--- src/rtl/anita_buffer_deadtime_gen.sv ---
`timescale 1ns/1ps
`default_nettype none
// ============================================================================
//  Module   : anita_buffer_deadtime_gen
//  Purpose  : Ring-ordered digitizer buffer tracker producing the 250 MHz dead
//             flag, plus accepted/dropped trigger pulses.
//  Revision : 1.0  initial release
// ============================================================================
module anita_buffer_deadtime_gen #(
    parameter int NBUF    = 4,
    parameter int BUF_W   = 2,
    parameter int HOLDOFF = 32
) (
    input  logic             clk250_i,
    input  logic             rst_n_i,
    input  logic             trig_i,
    input  logic [NBUF-1:0]  clear_i,
    input  logic             disable_i,
    output logic             trig_accept_o,
    output logic [BUF_W-1:0] trig_buf_o,
    output logic             trig_drop_o,
    output logic [NBUF-1:0]  occupancy_o,
    output logic             dead_o,
    output logic             clear_err_o
);

    localparam logic [7:0]      c_HOLDOFF_LOAD = 8'(HOLDOFF - 1);
    localparam logic [NBUF-1:0] c_ONE          = NBUF'(1);

    typedef enum logic [1:0] {
        ST_LIVE    = 2'd0,
        ST_HOLDOFF = 2'd1,
        ST_FULL    = 2'd2
    } state_t;

    state_t           r_state;
    state_t           w_state_nxt;
    logic [7:0]       r_cnt;
    logic [7:0]       w_cnt_nxt;
    logic [BUF_W-1:0] r_wptr;
    logic [NBUF-1:0]  r_occ;
    logic [NBUF-1:0]  w_occ_nxt;
    logic [NBUF-1:0]  w_alloc;
    logic             w_next_busy;
    logic             w_accept;
    logic             r_accept;
    logic             r_drop;
    logic             r_dead;
    logic             r_err;
    logic [BUF_W-1:0] r_buf;

    // Acceptance and FULL exit both look at pre-edge occupancy, so a clear
    // landing on the same edge never opens the ring early.
    always_comb begin
        w_state_nxt = r_state;
        w_cnt_nxt   = r_cnt;
        w_next_busy = r_occ[r_wptr];
        w_accept    = trig_i & (r_state == ST_LIVE) & ~disable_i & ~w_next_busy;
        w_alloc     = w_accept ? (c_ONE << r_wptr) : '0;
        w_occ_nxt   = (r_occ & ~clear_i) | w_alloc;

        case (r_state)
            ST_LIVE: begin
                if (w_accept) begin
                    w_state_nxt = ST_HOLDOFF;
                    w_cnt_nxt   = c_HOLDOFF_LOAD;
                end
            end
            ST_HOLDOFF: begin
                if (r_cnt == 8'd0) begin
                    w_state_nxt = w_next_busy ? ST_FULL : ST_LIVE;
                end else begin
                    w_cnt_nxt = r_cnt - 8'd1;
                end
            end
            ST_FULL: begin
                if (!w_next_busy) begin
                    w_state_nxt = ST_LIVE;
                end
            end
            default: begin
                w_state_nxt = ST_LIVE;
                w_cnt_nxt   = 8'd0;
            end
        endcase
    end

    always_ff @(posedge clk250_i or negedge rst_n_i) begin
        if (!rst_n_i) begin
            r_state  <= ST_LIVE;
            r_cnt    <= 8'd0;
            r_wptr   <= '0;
            r_occ    <= '0;
            r_accept <= 1'b0;
            r_drop   <= 1'b0;
            r_buf    <= '0;
            r_dead   <= 1'b1;
            r_err    <= 1'b0;
        end else begin
            r_state  <= w_state_nxt;
            r_cnt    <= w_cnt_nxt;
            r_occ    <= w_occ_nxt;
            r_accept <= w_accept;
            r_drop   <= trig_i & ~w_accept;
            r_dead   <= (w_state_nxt != ST_LIVE) | disable_i;
            // A clear aimed at the buffer being allocated is also caught here,
            // since that bit is free before the edge.
            r_err    <= r_err | (|(clear_i & ~r_occ));
            if (w_accept) begin
                r_buf  <= r_wptr;
                r_wptr <= r_wptr + BUF_W'(1);
            end
        end
    end

    assign trig_accept_o = r_accept;
    assign trig_buf_o    = r_buf;
    assign trig_drop_o   = r_drop;
    assign occupancy_o   = r_occ;
    assign dead_o        = r_dead;
    assign clear_err_o   = r_err;

endmodule
`default_nettype wire
--- config.mk ---
export PLATFORM = sky130hd
export DESIGN_NAME = anita_buffer_deadtime_gen
export DESIGN_NICKNAME = d
export VERILOG_FILES = /design/src/rtl/anita_buffer_deadtime_gen.sv
export SDC_FILE = /design/constraint.sdc
export NUM_CORES = 1
export LEC_CHECK = 0
export CELL_PAD_IN_SITES_DETAIL_PLACEMENT = 0
export CELL_PAD_IN_SITES_GLOBAL_PLACEMENT = 1
export CORE_MARGIN = 2
export CORE_UTILIZATION = 44
export CTS_CLUSTER_SIZE = 12
export DETAILED_ROUTE_END_ITERATION = 12
export PLACE_DENSITY = 0.94
export SLEW_MARGIN = 20
export SYNTH_ARGS = -nofsm -noshare
export SYNTH_HDL_FRONTEND = slang
export SYNTH_SLANG_ARGS = --single-unit
--- constraint.sdc ---
create_clock -name clk250_i -period 2.79 [get_ports clk250_i]
set_clock_uncertainty 0.05 [all_clocks]
set_input_delay 0.558 -clock clk250_i [delete_from_list [all_inputs] [get_ports clk250_i]]
set_output_delay 0.558 -clock clk250_i [all_outputs]
set_load 0.05 [all_outputs]
Run 1, gate-type map:
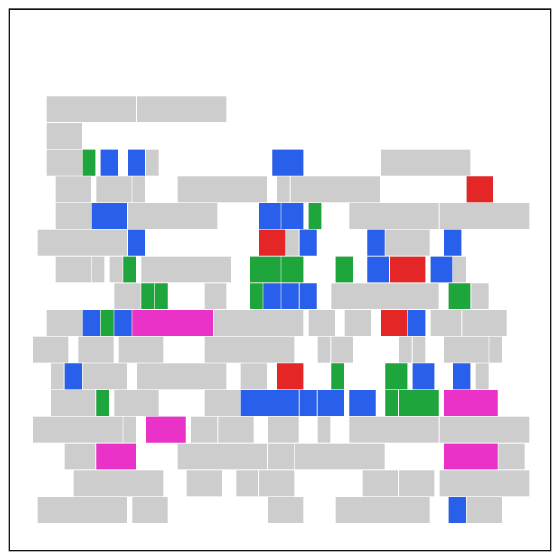
mux cells -> magenta  # cells 5
nand cells -> green  # cells 16, most used nand2_1
non-inverting ao/oa cells -> red  # cells 5, most used a21o_1
aoi and oai cells -> blue  # cells 26, most used a21oi_1

Run 1, signal wires by layer:
Two of the layers only.
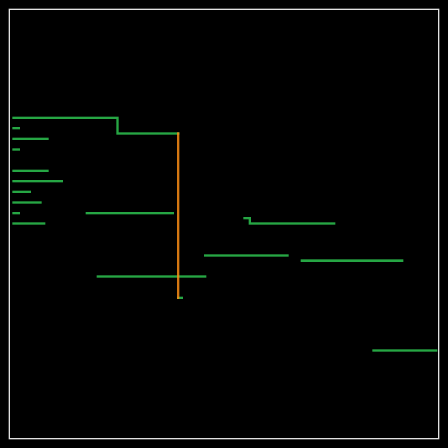
M3 -> green  # wire length 118 um
M4 -> orange  # wire length 21.1 um
Avg WL per Cell: 14.2 um
global-route usage over all layers: 18.4%
via count: 868
Post-Route WL: 2.26 mm

Run 1, where the registers sit:
Bar = 20 um. Other sequential cells in the stronger grey, the rest of the logic in the fainter grey.
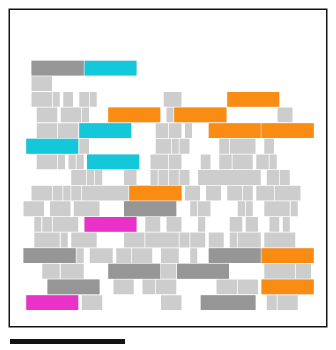
`r_cnt` -> orange  # flops 8
`occupancy_o` -> cyan  # flops 4
`trig_buf_o` -> magenta  # flops 2
not coloured = 8

Run 1, cell sizes after repair:
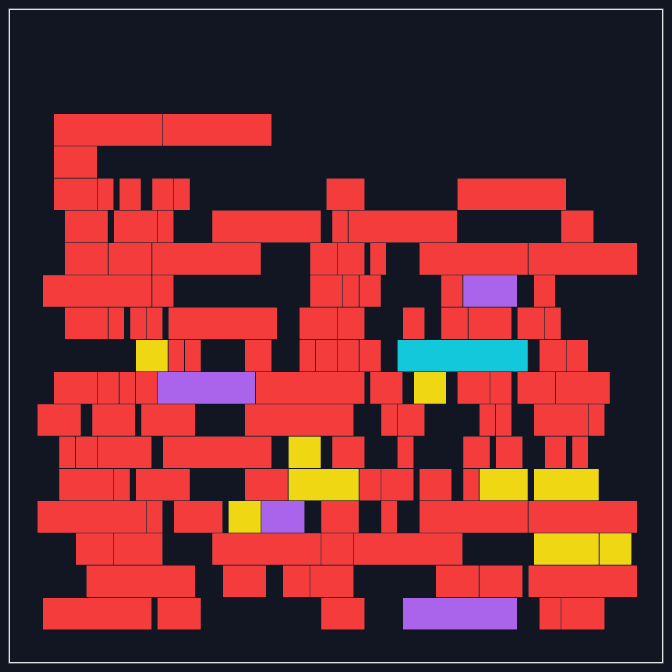
x2 -> purple  # cells 4
x3 and x4 -> yellow  # cells 9
x6 and larger -> cyan  # cells 1
x1 and smaller -> red  # cells 115
nonclk buf count: 19
P&R area growth vs syn: 22.8%

==> results.cfg, run 1 <==
; synthesis and place-and-route metrics
[pwr]
power.density_nw_per_um2 = 848
p_comb_mw = 0.451
peakVddDrop_mv = 0.721
power_frac_seq_pct = 41.7
clk-power_mw = 0.242
p_switching_mw = 0.440
power_mw = 1.19
leakagePower_nw = 0.626
p_clk_share_pct = 20.4
combPwrFrac_pct = 37.9
swShare_pct = 36.9
intPower_mw = 0.751
pg_seq_mw = 0.497

[worst_hold_path]
hold-path-cell-count = 2
whs_endpoint = clear_err_o$_DFF_PN0_
hp-start = clear_err_o$_DFF_PN0_
hp-class = flip-flop to flip-flop

[clock_tree]
clk-insertion-delay-late_ns = 0.31
cts_buffers = 3
htreeDepth = 1
cts-hold-fix-buffers = 0
clk_pin_slew_ns = 0.13
clock_sinks = 22
root_buffer = clkbuf_4
post_cts_buffers = 0

[finish]
clock_area_share_pct = 3.74
largest_class = flip-flops and latches
seqCellArea_um2 = 552
sh_comb_area_pct = 38.4
n_all_inverters = 10
fin_cells = 159
buf_share_pct = 13.2
final_net_count = 144
sh_seq_area_pct = 39.3
ff_count = 22
logic_area_um2 = 539
largest_reg_flops = 8
nClkBuffers = 3
stdcell_area_um2 = 1400
n_antenna_cell = 0
top_register = r_cnt
nFillCells = 226
comb_cells = 74
lay_top_count = dfrtp_1
layout-drive-gt1-share_pct = 10.9

[worst_setup_path]
critPathLaunch = dead_o$_DFF_PN1_
crit_type = flip-flop to output pin
cpLargestDelayFamily = buffers and inverters
ff2ff_path_depth = 3
slowest_stage = clkdlybuf4s50_1
cp_cell_sequence = clkdlybuf4s50_1
critPathMaxFanout = 1
rr_endpoint = trig_buf_o[0]$_DFFE_PN0P_
cp_num_cells = 1
cp-start-kind = flip-flop
cp.required_ns = 2.18
ff2ff_setup_slack_ns = 0.74
cp-end-kind = output pin
endpoint = dead_o
max_stage_delay_ns = 0.79
reg2reg_from = r_wptr[0]$_DFFE_PN0P_
cp.arrival_ns = 1.63

[timing]
rsz0062_at_grt = false
setup_tns_ns = 0
setup_slack_ns = 0.556
slew_headroom_pct = 53.8
hold_ws_ns = 0.450
tightest_slew_ns = 0.684
max_freq_mhz = 448
maxSlewViolCount = 0
fin_crit_ns = 2.23
finalHoldViolCount = 0
finalCritPeriodShare_pct = 80.1

[logic_synthesis]
ys_cells = 109
yosysWarnings = 0
yosysChipArea_um2 = 1140
ys.flops = 22
ys_seq_share_pct = 48.2
synth_area_um2 = 1140
synthDistinctLibCells = 36
synth_area_per_cell_um2 = 10.5
synthCells = 109

[placed_design]
hpwlAfterDp_mm = 1.68
placedInstanceArea_um2 = 1350
place_ws_ns = 0.368
gp_congestion = 0.811
dp_cells = 155

[die]
chipHeight_um = 55.0
core_area_um2 = 2480
chipWidth_um = 55.0
pin_count = 18
die-area_um2 = 3020
taps = 30
rows = 18
initial_core_util_pct = 46.2

[route]
wl_met1_mm = 1.01
top_layer = met4
drc = 0
firstDrtPassIters = 4
met3_length_um = 118
vias_per_cell = 5.46

[run_status]
status = completed

[grt]
use_met3_pct = 6.45
grt_pass1_wl_mm = 3.91
met1_usage_pct = 22.4
top_usage_layer = met2
grt_max_degree = 23
grt_use_met2_pct = 30.6
first_global_vias = 894
grt_overflow = 0
grt_antenna_before_repair = 0

[run]
warnings = 30
==> run 1: cell families (layout without fill, tap and decap cells) <==
group / after synthesis / after routing / share of synthesized area [%]
muxes: 5 / 5 / 6.56
AOI/OAI and AO/OA: 31 / 31 / 17.6
DFF: 22 / 22 / 48.2
adders and majority gates: 6 / 6 / 6.56
and+or+nand+nor: 31 / 31 / 15.6
buffers and inverters: 13 / 33 / 4.60
xor gates and xnor gates: 1 / 1 / 0.766
==> run 1: Yosys cell counts <==
cell type | n | share of area [%]
dfrtp_1 | 21 | 46
inv_1 | 10 | 3.3
nand2_1 | 10 | 3.3
a21oi_1 | 9 | 3.9
ha_1 | 6 | 6.6
o21ai_1 | 6 | 2.6
a31oi_1 | 5 | 2.7
nor2_1 | 5 | 1.6
a21o_1 | 3 | 2.0
nand2b_1 | 3 | 1.6
clkbuf_1 | 2 | 0.66
mux2_1 | 2 | 2.0
mux2_4 | 2 | 2.6
nor2b_1 | 2 | 1.1
nor3b_1 | 2 | 1.3
a21boi_0 | 1 | 0.66
a222oi_1 | 1 | 0.88
a2bb2oi_1 | 1 | 0.77
a41o_1 | 1 | 0.88
buf_4 | 1 | 0.66
dfstp_2 | 1 | 2.3
mux4_2 | 1 | 2.0
nand2_4 | 1 | 0.98
nand3_1 | 1 | 0.44
nand4b_1 | 1 | 0.77
nor3_1 | 1 | 0.44
nor3_2 | 1 | 0.88
nor4_2 | 1 | 1.1
nor4b_1 | 1 | 0.77
o211ai_1 | 1 | 0.66
o21a_1 | 1 | 0.66
o21ai_0 | 1 | 0.44
o21ai_4 | 1 | 1.4
or2_1 | 1 | 0.55
or3b_1 | 1 | 0.77
xnor2_1 | 1 | 0.77
--- run 2 (diff from run 1) ---
CORE_UTILIZATION = 36   (was 44)
PLACE_DENSITY = 0.84   (was 0.94)
clock period = 1.8 ns   (was 2.79 ns; I/O delays follow)
Run 2, signal wires by layer:
Two of the layers only.
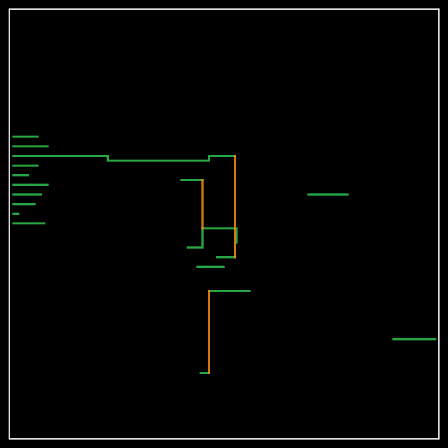
M3 -> green  # wire length 102 um
M4 -> orange  # wire length 32.6 um

Run 2, where the registers sit:
Bar = 20 um. Other sequential cells in the stronger grey, the rest of the logic in the fainter grey.
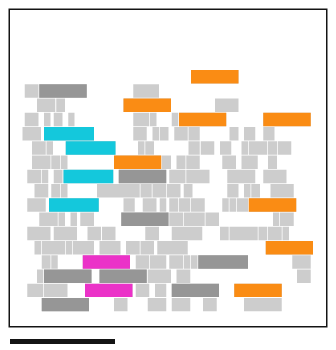
`occupancy_o` -> cyan  # flops 4, where left middle
`trig_buf_o` -> magenta  # flops 2
`r_cnt` -> orange  # flops 8
Seq. pwr: 0.736 mW
sequential cell area: 557 um2

Run 2, cell sizes after repair:
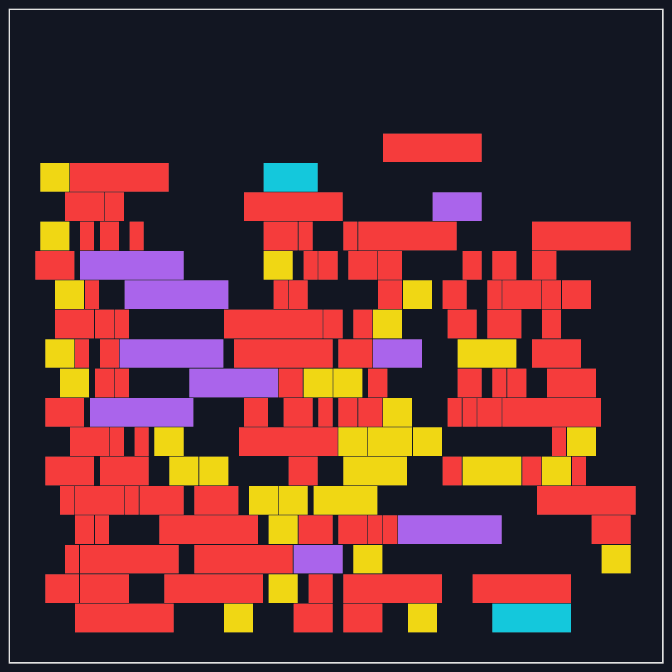
x3 and x4 -> yellow  # cells 31
x6 and larger -> cyan  # cells 2
x2 -> purple  # cells 9
x1 and smaller -> red  # cells 99

==> run 2 against run 1 <==
Setup slack worse by 0.55 ns. Clock-buffer cell count rose by 1. Power up 56%. Global-route usage is 3.2 points lower. Cell area up 7.1%. Routed wire length is 8.9% higher. Sequential cell count did not move. Sequential share of layout area down 2.3 points.
==> results.cfg, run 2 <==
; synthesis and place-and-route metrics
[pwr]
peakVddDrop_mv = 0.747
intPower_mw = 1.14
p_clk_share_pct = 15.1
swShare_pct = 38.9
power.density_nw_per_um2 = 1240
leakagePower_nw = 0.699
p_switching_mw = 0.723

[finish]
lay_top_count = buf_4
syn_to_final_growth_pct = 31.5
n_antenna_cell = 0
largest_reg_flops = 8
top_register = r_cnt
final_net_count = 156
layout-drive-gt1-share_pct = 29.8

[route]
totalWireLength_mm = 2.46
wl_met1_mm = 1.10
drc = 0
wire_per_inst_um = 13.3
vias = 916
firstDrtPassIters = 4
vias_per_cell = 4.95

[die]
initial_core_util_pct = 37.8
core_area_um2 = 3030
chipWidth_um = 60.4
chipHeight_um = 60.4
die-area_um2 = 3640
pin_count = 18

[grt]
grt_antenna_before_repair = 0
grt_max_degree = 23
grt.total_usage_pct = 15.2
first_global_vias = 914
top_usage_layer = met2
grt_overflow = 0
grt_pass1_wl_mm = 4.04
met1_usage_pct = 18.0
use_met3_pct = 3.20
grt_use_met2_pct = 27.3

[logic_synthesis]
yosysMostFrequentCell = dfrtp_1
synthDistinctLibCells = 36
synthCells = 109
aoi_share_pct = 17.6
topCombFamilyByArea = AND-OR/OR-AND gates
synth_top_cell_by_area = dfrtp_1
ys_seq_share_pct = 48.2
ys_cells = 109
topCellsByArea = dfrtp_1 46%, ha_1 6.6%, a21oi_1 3.9%
yosys-top-cells-count = 21 x dfrtp_1, 10 x inv_1, 10 x nand2_1, 9 x a21oi_1
xor_area_share_pct = 0.766
synth.area.mux_share_pct = 6.56
ys_async_sr_fraction_pct = 100
synthDominantCellAreaShare_pct = 46.0
yosys.area_share.adder_pct = 6.56
synth_area_per_cell_um2 = 10.5
ys.flops = 22
synth.cellmix.simpleShare_pct = 15.6
yosysChipArea_um2 = 1140
synth_area_um2 = 1140
yosysWarnings = 0
ys.flop_type = dfrtp_1
edf_count = 0

[timing]
max_freq_mhz = 558
slew_headroom_pct = 72.4
setup_tns_ns = 0
tightest_slew_ns = 0.414
maxSlewViolCount = 0
rsz0062_at_grt = true
hold_ws_ns = 0.331
finalCritPeriodShare_pct = 99.5

[worst_setup_path]
cp.required_ns = 1.96
cp_cell_sequence = mux4_2 > nor3_4 > mux2_1
critPathLaunch = r_wptr[0]$_DFFE_PN0P_
slowest_stage = mux4_2
critPathMaxFanout = 5
cp-start-kind = flip-flop

[clock_tree]
post_cts_buffers = 0
htreeDepth = 1
clock_sinks = 22
root_buffer = clkbuf_4

[placed_design]
hpwlAfterDp_mm = 1.82
dp_cells = 181

[worst_hold_path]
hp-class = input port to async pin

[run_status]
status = completed
[run 2: cell counts after synthesis]
Identical to the previous run, type by type.
[run 2: worst paths after layout]
path                                              to  slack [ns]  cells after the start
setup reg to reg           trig_buf_o[1]$_DFFE_PN0P_       0.008                      3
min in group clk250_i          clear_err_o$_DFF_PN0_        0.46                      2
hold reg to reg                clear_err_o$_DFF_PN0_        0.46                      2
max in group asynchronous           dead_o$_DFF_PN1_        1.10                      2
hold / removal                  r_cnt[0]$_DFFE_PN0P_        0.33                      2
setup / recovery           trig_buf_o[1]$_DFFE_PN0P_       0.008                      3
[run 2: final cells by class]
type | count | area, um2
multi-input combinational | 74 | 556
timing repair buffer | 31 | 263
clock buffer | 4 | 36.3
fill | 275 | 1520
inverter | 10 | 37.5
sequential | 22 | 557
tap | 44 | 55.1
[run 2: what timing repair did]
item,4_1_cts,5_1_grt
endpoints found under the setup margin,3,6
pin swaps,0,0
hold buffers,0,0
resized,1,2
[run 2: metrics by stage]
stage | setup slack, ns | power [mW] | area (um2) | util (%)
floorplan | -0.0428 | 1.27 | 1150 | -
global placement | -0.237 | 1.55 | 1450 | 47.9
detailed placement | -0.284 | 1.59 | 1450 | 47.9
CTS | 0.00722 | 1.87 | 1490 | 49.3
global route | -0.0539 | 2.00 | 1500 | 49.7
finish | 0.00840 | 1.86 | 1500 | 49.7
[run 2: power by group through the flow]
stage / clock [mW] / combinational (mW) / sequential (mW)
6_report: 0.282 / 0.843 / 0.736
5_1_grt: 0.315 / 0.928 / 0.756
4_1_cts: 0.286 / 0.845 / 0.738
3_5_place_dp: 0 / 0.838 / 0.749
3_3_place_gp: 0 / 0.814 / 0.737
2_1_floorplan: 0 / 0.382 / 0.888
Run 2, gate-type map:
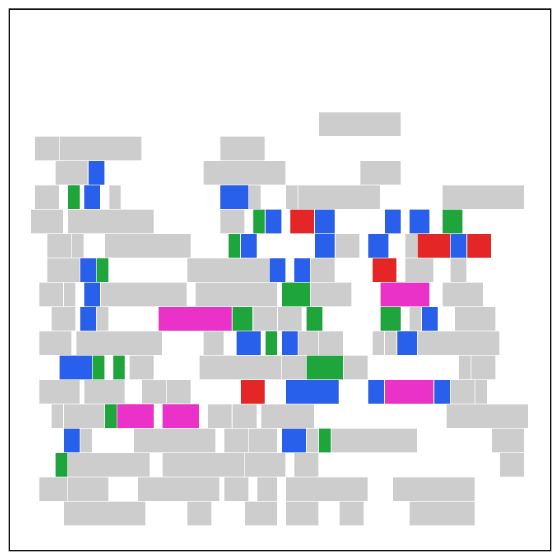

--- run 3 (diff from run 2) ---
CORE_UTILIZATION = 38   (was 36)
CTS_BUF_LIST = sky130_fd_sc_hd__clkbuf_2   (was not set)
HOLD_SLACK_MARGIN = 0.08   (was not set)
PLACE_DENSITY = 0.87   (was 0.84)
Run 3, gate-type map:
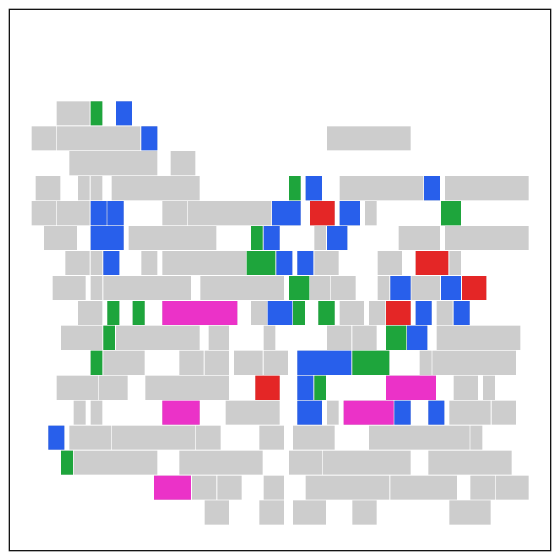
nand cells -> green  # cells 16, most used nand2_1
non-inverting ao/oa cells -> red  # cells 5, most used a21o_1
aoi and oai cells -> blue  # cells 26, most used a21oi_1
mux cells -> magenta  # cells 5
dominant logic cell type in the layout: buf_4
Comb area share: 36.5%
Final Non-Filler Cells: 174

Run 3, where the registers sit:
Bar = 20 um. Other sequential cells in the stronger grey, the rest of the logic in the fainter grey.
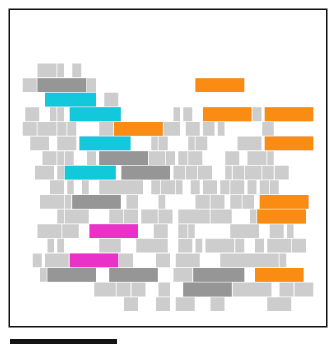
`occupancy_o` -> cyan  # flops 4
`trig_buf_o` -> magenta  # flops 2
`r_cnt` -> orange  # flops 8
not coloured = 8

==> run 3 against run 2 <==
Area after synthesis unchanged. Sequential cell count unchanged. Sequential share of layout area decreased by 0.061 points. First-iteration DRC count increased by 78%. Sequential power increased by 0.5%.
==> results.cfg, run 3 <==
; synthesis and place-and-route metrics
[pwr]
swShare_pct = 37.0
p_clk_share_pct = 17.8
clk-power_mw = 0.341
p_comb_mw = 0.834
peakVddDrop_mv = 0.693
leakagePower_nw = 0.711
power.density_nw_per_um2 = 1270
power_frac_seq_pct = 38.6
combPwrFrac_pct = 43.6
pg_seq_mw = 0.740
p_switching_mw = 0.709
intPower_mw = 1.21
power_leader = combinational logic

[logic_synthesis]
ys.flop_type = dfrtp_1
yosysWarnings = 0
aoi_share_pct = 17.6
ys.flops = 22
ys_seq_share_pct = 48.2
topCellsByArea = dfrtp_1 46%, ha_1 6.6%, a21oi_1 3.9%
yosys.area_share.adder_pct = 6.56
synthCells = 109
edf_count = 0
topCombFamilyByArea = AND-OR/OR-AND gates
yosys-top-cells-count = 21 x dfrtp_1, 10 x inv_1, 10 x nand2_1, 9 x a21oi_1
synthDistinctLibCells = 36
synth.area.mux_share_pct = 6.56
ys_cells = 109
yosysMostFrequentCell = dfrtp_1
synth_nets = 123
synth.cellmix.simpleShare_pct = 15.6
synth_area_per_cell_um2 = 10.5
synth_top_cell_by_area = dfrtp_1
yosysChipArea_um2 = 1140
ys_async_sr_fraction_pct = 100
xor_area_share_pct = 0.766
synth_area_um2 = 1140
synthDominantCellAreaShare_pct = 46.0

[route]
totalWireLength_mm = 2.35
drc = 0
vias_per_cell = 5.33
firstDrtPassIters = 6
drt_iter0_drc = 48
vias = 928
ant_nets = 0
wire_per_inst_um = 13.5

[run_status]
status = completed

[timing]
slew_headroom_pct = 71.8
finalCritPeriodShare_pct = 98.1
fin_crit_ns = 1.77
max_freq_mhz = 566
hold_ws_ns = 0.298
rsz0062_at_grt = true
maxSlewViolCount = 0
finalHoldViolCount = 0
final-setup-viol-count = 0
tightest_slew_ns = 0.423

[finish]
lay_top_cells = 25 x buf_4, 17 x dfrtp_1, 10 x inv_1, 10 x nand2_1, 9 x a21oi_1
n_antenna_cell = 0
final_net_count = 158
layout-drive-gt1-share_pct = 30.1
utilization_pct = 53.7
top_register = r_cnt
nFillCells = 246
largest_reg_flops = 8

[clock_tree]
tritoncts = built
clk-insertion-delay-late_ns = 0.32
cts_buffers = 3
clock_sinks = 22
root_buffer = clkbuf_2
cts_buffer_depth = 2
clk_pin_slew_ns = 0.20
htreeDepth = 1

[grt]
first_global_vias = 921
grt_antenna_before_repair = 0
grt_overflow = 0
grt_max_degree = 23
grt_pass1_wl_mm = 4.05
grt.total_usage_pct = 15.1

[worst_setup_path]
max_stage_delay_ns = 0.57
slowest_stage = mux4_2
ff2ff_path_depth = 3
cp.required_ns = 1.99
rr_endpoint = trig_buf_o[1]$_DFFE_PN0P_
cp-start-kind = flip-flop
critPathMaxFanout = 5
cp-end-kind = flip-flop
cp_num_cells = 3
crit_type = flip-flop to flip-flop
cpLargestDelayFamily = multiplexers
cp.arrival_ns = 1.96
crit_buf_inv = 0
ff2ff_setup_slack_ns = 0.03
cp_cell_sequence = mux4_2 > nor3_4 > mux2_1

[die]
pin_count = 18
chipWidth_um = 58.9
rows = 19
initial_core_util_pct = 40.8
chipHeight_um = 58.9
core_area_um2 = 2810
die-area_um2 = 3460

[placed_design]
port_buffers = 17
hpwlAfterDp_mm = 1.81
gp_congestion = 0.814

[run]
cap_viol_max_count = 0
warnings = 32

[worst_hold_path]
hp-class = input port to async pin
Run 3, cell sizes after repair:
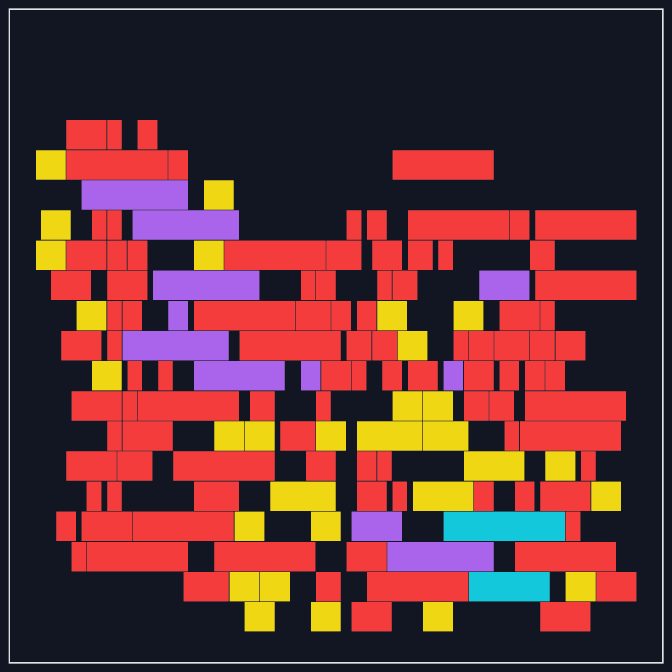
x1 and smaller -> red  # cells 100
x2 -> purple  # cells 11
x3 and x4 -> yellow  # cells 30
x6 and larger -> cyan  # cells 2
final worst-path setup slack: 0.0335 ns
final instance area: 1510 um2
nonclk buf count: 33
P&R area growth vs syn: 31.7%

-- run 3: worst max-delay path by stage --
stage / startpoint / to / slack, ns
global route: r_wptr[0]$_DFFE_PN0P_ / occupancy_o[3]$_DFF_PN0_ / -0.08
finish: occupancy_o[3]$_DFF_PN0_ / trig_buf_o[1]$_DFFE_PN0P_ / 0.03
detailed placement: trig_i / trig_buf_o[1]$_DFFE_PN0P_ / -0.30
CTS: occupancy_o[2]$_DFF_PN0_ / trig_buf_o[1]$_DFFE_PN0P_ / 0.02
floorplan: occupancy_o[3]$_DFF_PN0_ / r_cnt[0]$_DFFE_PN0P_ / -0.04
global placement: trig_i / trig_buf_o[1]$_DFFE_PN0P_ / -0.24
-- run 3: metal layers --
metal | vias up | GRT usage, % | share of wire [%]
met4 | 0 | 2.92 | 0.72
li1 | 454 | - | -
met2 | 25 | 25.7 | 49
met3 | 4 | 3.96 | 4.3
met5 | - | 0 | 0
met1 | 445 | 19.5 | 46
-- run 3: layout make-up --
type | count | area [um2] | area share [%]
timing repair buffer | 33 | 278 | 18.4
clock inverter | 1 | 30.0 | 1.99
inverter | 10 | 37.5 | 2.49
clock buffer | 3 | 15.0 | 0.997
tap | 31 | 38.8 | 2.57
multi-input combinational | 74 | 551 | 36.5
sequential | 22 | 557 | 37.0
-- run 3: metrics by stage --
stage,setup TNS (ns),instances,cell area [um2],power (mW),setup slack (ns)
after global placement,-3.00,167,1430,1.53,-0.238
after floorplan,-0.167,109,1150,1.27,-0.0428
final,0,174,1510,1.91,0.0335
after CTS,0,171,1480,1.91,0.0182
after detailed placement,-3.88,167,1430,1.57,-0.297
after global routing,-0.568,174,1510,2.04,-0.0824
-- run 3: what timing repair did --
item	CTS	global route
pin swaps	0	1
buffers inserted	0	3
gates resized	1	1
setup endpoints to repair	7	10
hold buffers	0	0
Power and IR drop assume default switching activity.
